## src/rtl/zulu_rx_rate_meter.sv

```systemverilog
// zulu_rx_rate_meter
//   Passive per-channel RX statistics for CHAN_COUNT AXI-stream MAC buses.
//   Bytes, frames and errored frames are accumulated over a WINDOW_CYCLES
//   window, then published as a per-channel snapshot with a one-cycle
//   stat_valid pulse. Every counter saturates, and saturation is reported
//   through a sticky per-channel stat_ovf flag.
//
// Ports
//   clk, rst_n      clock, asynchronous active-low reset
//   stat_rst        synchronous clear of timer, accumulators, snapshots, ovf
//   chan_en         per-channel counting enable
//   mon_valid/ready/last/user  observed handshake, tlast and tuser per channel
//   mon_keep        tkeep, channel i at [i*KEEP_W +: KEEP_W]
//   stat_bytes/frames/errs     snapshots, channel i at [i*CNT_W +: CNT_W]
//   stat_valid      one-cycle pulse when the snapshots update
//   stat_ovf        sticky per-channel saturation flag

// Per-channel accumulators and snapshots.
module zulu_rx_rate_lane #(
  parameter int KEEP_W = 8,
  parameter int CNT_W  = 32
) (
  input  logic              clk,
  input  logic              rst_n,
  input  logic              stat_rst_i,
  input  logic              term_i,
  input  logic              en_i,
  input  logic              beat_i,
  input  logic              last_i,
  input  logic              user_i,
  input  logic [KEEP_W-1:0] keep_i,
  output logic [CNT_W-1:0]  bytes_o,
  output logic [CNT_W-1:0]  frames_o,
  output logic [CNT_W-1:0]  errs_o,
  output logic              ovf_o
);
  typedef struct packed {
    logic             ovf;
    logic [CNT_W-1:0] val;
  } sat_t;

  // An add counts as an overflow if it carries out, or if the accumulator
  // is already pinned at all-ones when the add is attempted (even +0).
  function automatic sat_t sat_add(input logic [CNT_W-1:0] a,
                                   input logic [CNT_W-1:0] b,
                                   input logic act);
    logic [CNT_W:0] s;
    sat_t r;
    s     = {1'b0, a} + {1'b0, b};
    r.ovf = act & (s[CNT_W] | (&a));
    r.val = !act ? a : (s[CNT_W] ? {CNT_W{1'b1}} : s[CNT_W-1:0]);
    return r;
  endfunction

  logic [CNT_W-1:0] byte_q, frm_q, err_q;
  logic [CNT_W-1:0] sbyte_q, sfrm_q, serr_q;
  logic             ovf_q;
  logic [CNT_W-1:0] pop;
  sat_t             byte_d, frm_d, err_d;

  always_comb begin
    pop = '0;
    for (int k = 0; k < KEEP_W; k++) pop = pop + CNT_W'(keep_i[k]);
    byte_d = sat_add(byte_q, pop, beat_i);
    frm_d  = sat_add(frm_q, CNT_W'(1), beat_i & last_i);
    err_d  = sat_add(err_q, CNT_W'(1), beat_i & last_i & user_i);
  end

  always_ff @(posedge clk or negedge rst_n) begin
    if (!rst_n) begin
      byte_q <= '0; frm_q <= '0; err_q <= '0;
      sbyte_q <= '0; sfrm_q <= '0; serr_q <= '0;
      ovf_q <= 1'b0;
    end else if (stat_rst_i) begin
      byte_q <= '0; frm_q <= '0; err_q <= '0;
      sbyte_q <= '0; sfrm_q <= '0; serr_q <= '0;
      ovf_q <= 1'b0;
    end else begin
      if (byte_d.ovf | frm_d.ovf | err_d.ovf) ovf_q <= 1'b1;
      if (term_i) begin
        // Terminal-cycle beats close out with the window; a disabled
        // channel keeps its previous snapshot.
        byte_q <= '0; frm_q <= '0; err_q <= '0;
        if (en_i) begin
          sbyte_q <= byte_d.val;
          sfrm_q  <= frm_d.val;
          serr_q  <= err_d.val;
        end
      end else begin
        byte_q <= byte_d.val;
        frm_q  <= frm_d.val;
        err_q  <= err_d.val;
      end
    end
  end

  assign bytes_o  = sbyte_q;
  assign frames_o = sfrm_q;
  assign errs_o   = serr_q;
  assign ovf_o    = ovf_q;
endmodule

module zulu_rx_rate_meter #(
  parameter int CHAN_COUNT    = 8,
  parameter int DATA_W        = 64,
  parameter int CNT_W         = 32,
  parameter int WINDOW_CYCLES = 156250000
) (
  input  logic                             clk,
  input  logic                             rst_n,
  input  logic                             stat_rst,
  input  logic [CHAN_COUNT-1:0]            chan_en,
  input  logic [CHAN_COUNT-1:0]            mon_valid,
  input  logic [CHAN_COUNT-1:0]            mon_ready,
  input  logic [CHAN_COUNT-1:0]            mon_last,
  input  logic [CHAN_COUNT-1:0]            mon_user,
  input  logic [CHAN_COUNT*(DATA_W/8)-1:0] mon_keep,
  output logic [CHAN_COUNT*CNT_W-1:0]      stat_bytes,
  output logic [CHAN_COUNT*CNT_W-1:0]      stat_frames,
  output logic [CHAN_COUNT*CNT_W-1:0]      stat_errs,
  output logic                             stat_valid,
  output logic [CHAN_COUNT-1:0]            stat_ovf
);
  localparam int KEEP_W = DATA_W / 8;
  localparam int TW     = (WINDOW_CYCLES > 2) ? $clog2(WINDOW_CYCLES) : 1;

  logic [TW-1:0] timer_q, timer_d;
  logic          term;
  logic          vld_q;

  assign term    = (timer_q == TW'(WINDOW_CYCLES - 1));
  assign timer_d = term ? '0 : timer_q + TW'(1);

  always_ff @(posedge clk or negedge rst_n) begin
    if (!rst_n) begin
      timer_q <= '0;
      vld_q   <= 1'b0;
    end else if (stat_rst) begin
      timer_q <= '0;
      vld_q   <= 1'b0;
    end else begin
      timer_q <= timer_d;
      vld_q   <= term;
    end
  end

  assign stat_valid = vld_q;

  for (genvar i = 0; i < CHAN_COUNT; i++) begin : g_lane
    zulu_rx_rate_lane #(.KEEP_W(KEEP_W), .CNT_W(CNT_W)) u_lane (
      .clk       (clk),
      .rst_n     (rst_n),
      .stat_rst_i(stat_rst),
      .term_i    (term),
      .en_i      (chan_en[i]),
      .beat_i    (mon_valid[i] & mon_ready[i] & chan_en[i]),
      .last_i    (mon_last[i]),
      .user_i    (mon_user[i]),
      .keep_i    (mon_keep[i*KEEP_W +: KEEP_W]),
      .bytes_o   (stat_bytes[i*CNT_W +: CNT_W]),
      .frames_o  (stat_frames[i*CNT_W +: CNT_W]),
      .errs_o    (stat_errs[i*CNT_W +: CNT_W]),
      .ovf_o     (stat_ovf[i])
    );
  end
endmodule

```

## config.mk

```make
export PLATFORM = sky130hd
export DESIGN_NAME = zulu_rx_rate_meter
export DESIGN_NICKNAME = d
export VERILOG_FILES = /design/src/rtl/zulu_rx_rate_meter.sv
export SDC_FILE = /design/constraint.sdc
export NUM_CORES = 2
export LEC_CHECK = 0
export CAP_MARGIN = 20
export CORE_UTILIZATION = 57
export CTS_CLUSTER_DIAMETER = 30
export DETAILED_ROUTE_END_ITERATION = 12
export HOLD_SLACK_MARGIN = 0.12
export MAX_ROUTING_LAYER = met4
export PLACE_DENSITY = 0.81
export SLEW_MARGIN = 30
export SYNTH_ARGS = -nofsm -noshare
export SYNTH_HDL_FRONTEND = slang
export SYNTH_SLANG_ARGS = --single-unit
```

## constraint.sdc

```tcl
create_clock -name clk -period 3.5 [get_ports clk]
set_input_delay 0.525 -clock clk [delete_from_list [all_inputs] [get_ports clk]]
set_output_delay 0.525 -clock clk [all_outputs]
set_load 0.1 [all_outputs]
```

==> results_slide.txt <==
Run Summary

Final timing
  • Final WS setup: -0.358 ns
  • Clock Skew: between 0.07 and 0.08 ns
  • Final min period: 3.86 ns
  • Final setup fails: 385

GRT
  • Global route hottest layer: met2
  • Met2 GRT Util: 60.4%
  • Largest net degree at the start of global routing: 131
  • Total gr overflow: 0
  • Initial antenna violation count: 6

Clocking
  • CTS H-Tree Depth: 5
  • Clock tree sinks: about 1600
  • Clock buffer depth: 4
  • CTS Buf Count: 343
  • Post-CTS Setup Repair Bufs: 80
  • CTS clk-pin slew, worst paths: around 0.06 ns

Finish
  • Share of cells above drive strength 1: a little under a quarter
  • Most frequent cells in the layout: 1573 x dfrtp_1, 779 x nand2_1, 677 x clkdlybuf4s50_1
  • FF/Latch Area: 39400 um2
  • Top cell excl fill/tap: dfrtp_1
  • Area Overhead vs Synth: 41.9%
  • Comb area: ~38000 um2

Synth
  • Syn Inst Count: between 7000 and 8000
  • Cell type with the largest total area after synthesis: dfrtp_1
  • Top cells, area: dfrtp_1 53%, a21oi_1 4.2%, nand2_1 4.1%
  • Main logic family after synthesis: simple AND/OR/NAND/NOR gates
  • Cell area after synthesis: 74700 um2
  • Count of library flops with an enable pin: 0
  • Mapped Avg Cell Area: 9.63 um2

Power and ir drop
  • PD cells: 511 nW/um2
  • Leak: roughly 47 nW
  • VDD IR-drop max: approximately 600 uV

Routing
  • Routed wl met2: 126 mm
  • Vias per cell: 6.41
  • Routed met1 length: approximately 98 mm
  • Post-route ant nets: 0

Floorplanning
  • Die Y: around 360 um

Critical path
  • Worst Setup SP: mon_keep[1]
  • Worst setup SP type: input port

Run status
  • Outcome: finished, violations left
  • Failing checks: setup timing

Run
  • Number of logged tool warnings: 33

Place
  • Pre-CTS WS: -1.63 ns
sequential cells by signal, indices dropped and copies added (netlist names):
signal	cells
g_lane.u_lane.frames_o	256
stat_valid	1
g_lane.u_lane.bytes_o	256
timer_q	28
g_lane.u_lane.ovf_o	8
g_lane.u_lane.frm_q	256
g_lane.u_lane.byte_q	256
g_lane.u_lane.err_q	256
g_lane.u_lane.errs_o	256
final cells by class:
| cell class | count | share of cell area (%) |
|---|---|---|
| well taps | 1742 | 2.06 |
| multi-input cells | 5592 | 35.9 |
| flip-flops and latches | 1573 | 37.2 |
| clock buffers | 403 | 8.77 |
| inverters | 197 | 0.698 |
| repair buffers | 1435 | 13.0 |
| diodes | 6 | 0.0142 |
| clock inverters | 207 | 2.39 |
through the flow:
step,hold slack [ns],cell area [um2],total power [mW]
2_1_floorplan,0.229,76500,19.7
3_3_place_gp,0.458,89300,20.7
3_5_place_dp,0.464,89200,20.8
4_1_cts,0.128,103000,53.8
5_1_grt,0.168,106000,55.4
6_report,0.155,106000,54.1
worst max-delay path, stage by stage:
cell and delay, ns:
buf_6 0.10, ha_4 0.25, inv_2 0.03, fa_1 0.53, fa_1 0.46, fa_2 0.41
fa_2 0.50, fa_2 0.37, nand2b_4 0.18, a211oi_4 0.34, buf_6 0.16, nor3b_4 0.32
nand3_1 0.14, xor2_1 0.23, o21ai_1 0.10
power breakdown:
| part | switching, mW | internal (mW) | total [mW] |
|---|---|---|---|
| clock | 10.9 | 22.1 | 33.1 |
| sequential | 0.0485 | 18.3 | 18.3 |
| combinational | 1.69 | 1.07 | 2.76 |
| total | 12.7 | 41.5 | 54.1 |
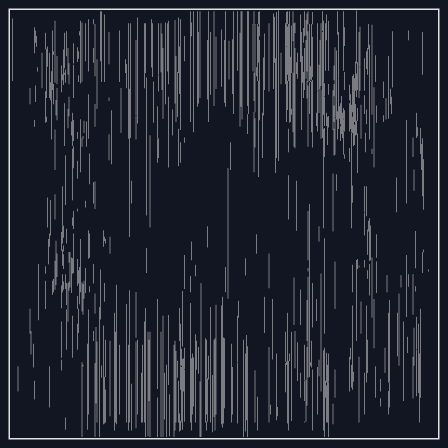
Figure 1: M4 wires.
- longest straight run: 147 um
- main direction: vertical
- wire length on this layer: 21.8 mm
- share of all routed wire: 8.0%
Post-Route WL: 274 mm
Vias: 71500

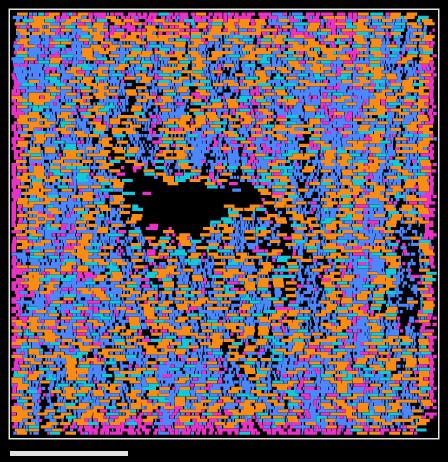
Figure 2: cells colored by class.
The bar under the picture is 100 um long.
- all other logic: blue (cells 5789; share of their area 37%)
- flops: orange (cells 1573; share of their area 38%)
- clock drivers and dummy loads: cyan (cells 610; share of their area 11%)
- other buffers and delay cells: magenta (cells 1435; share of their area 13%)
row cnt: 132
design area: 106000 um2

No activity file was given, so power comes from the tool's default toggle rates.
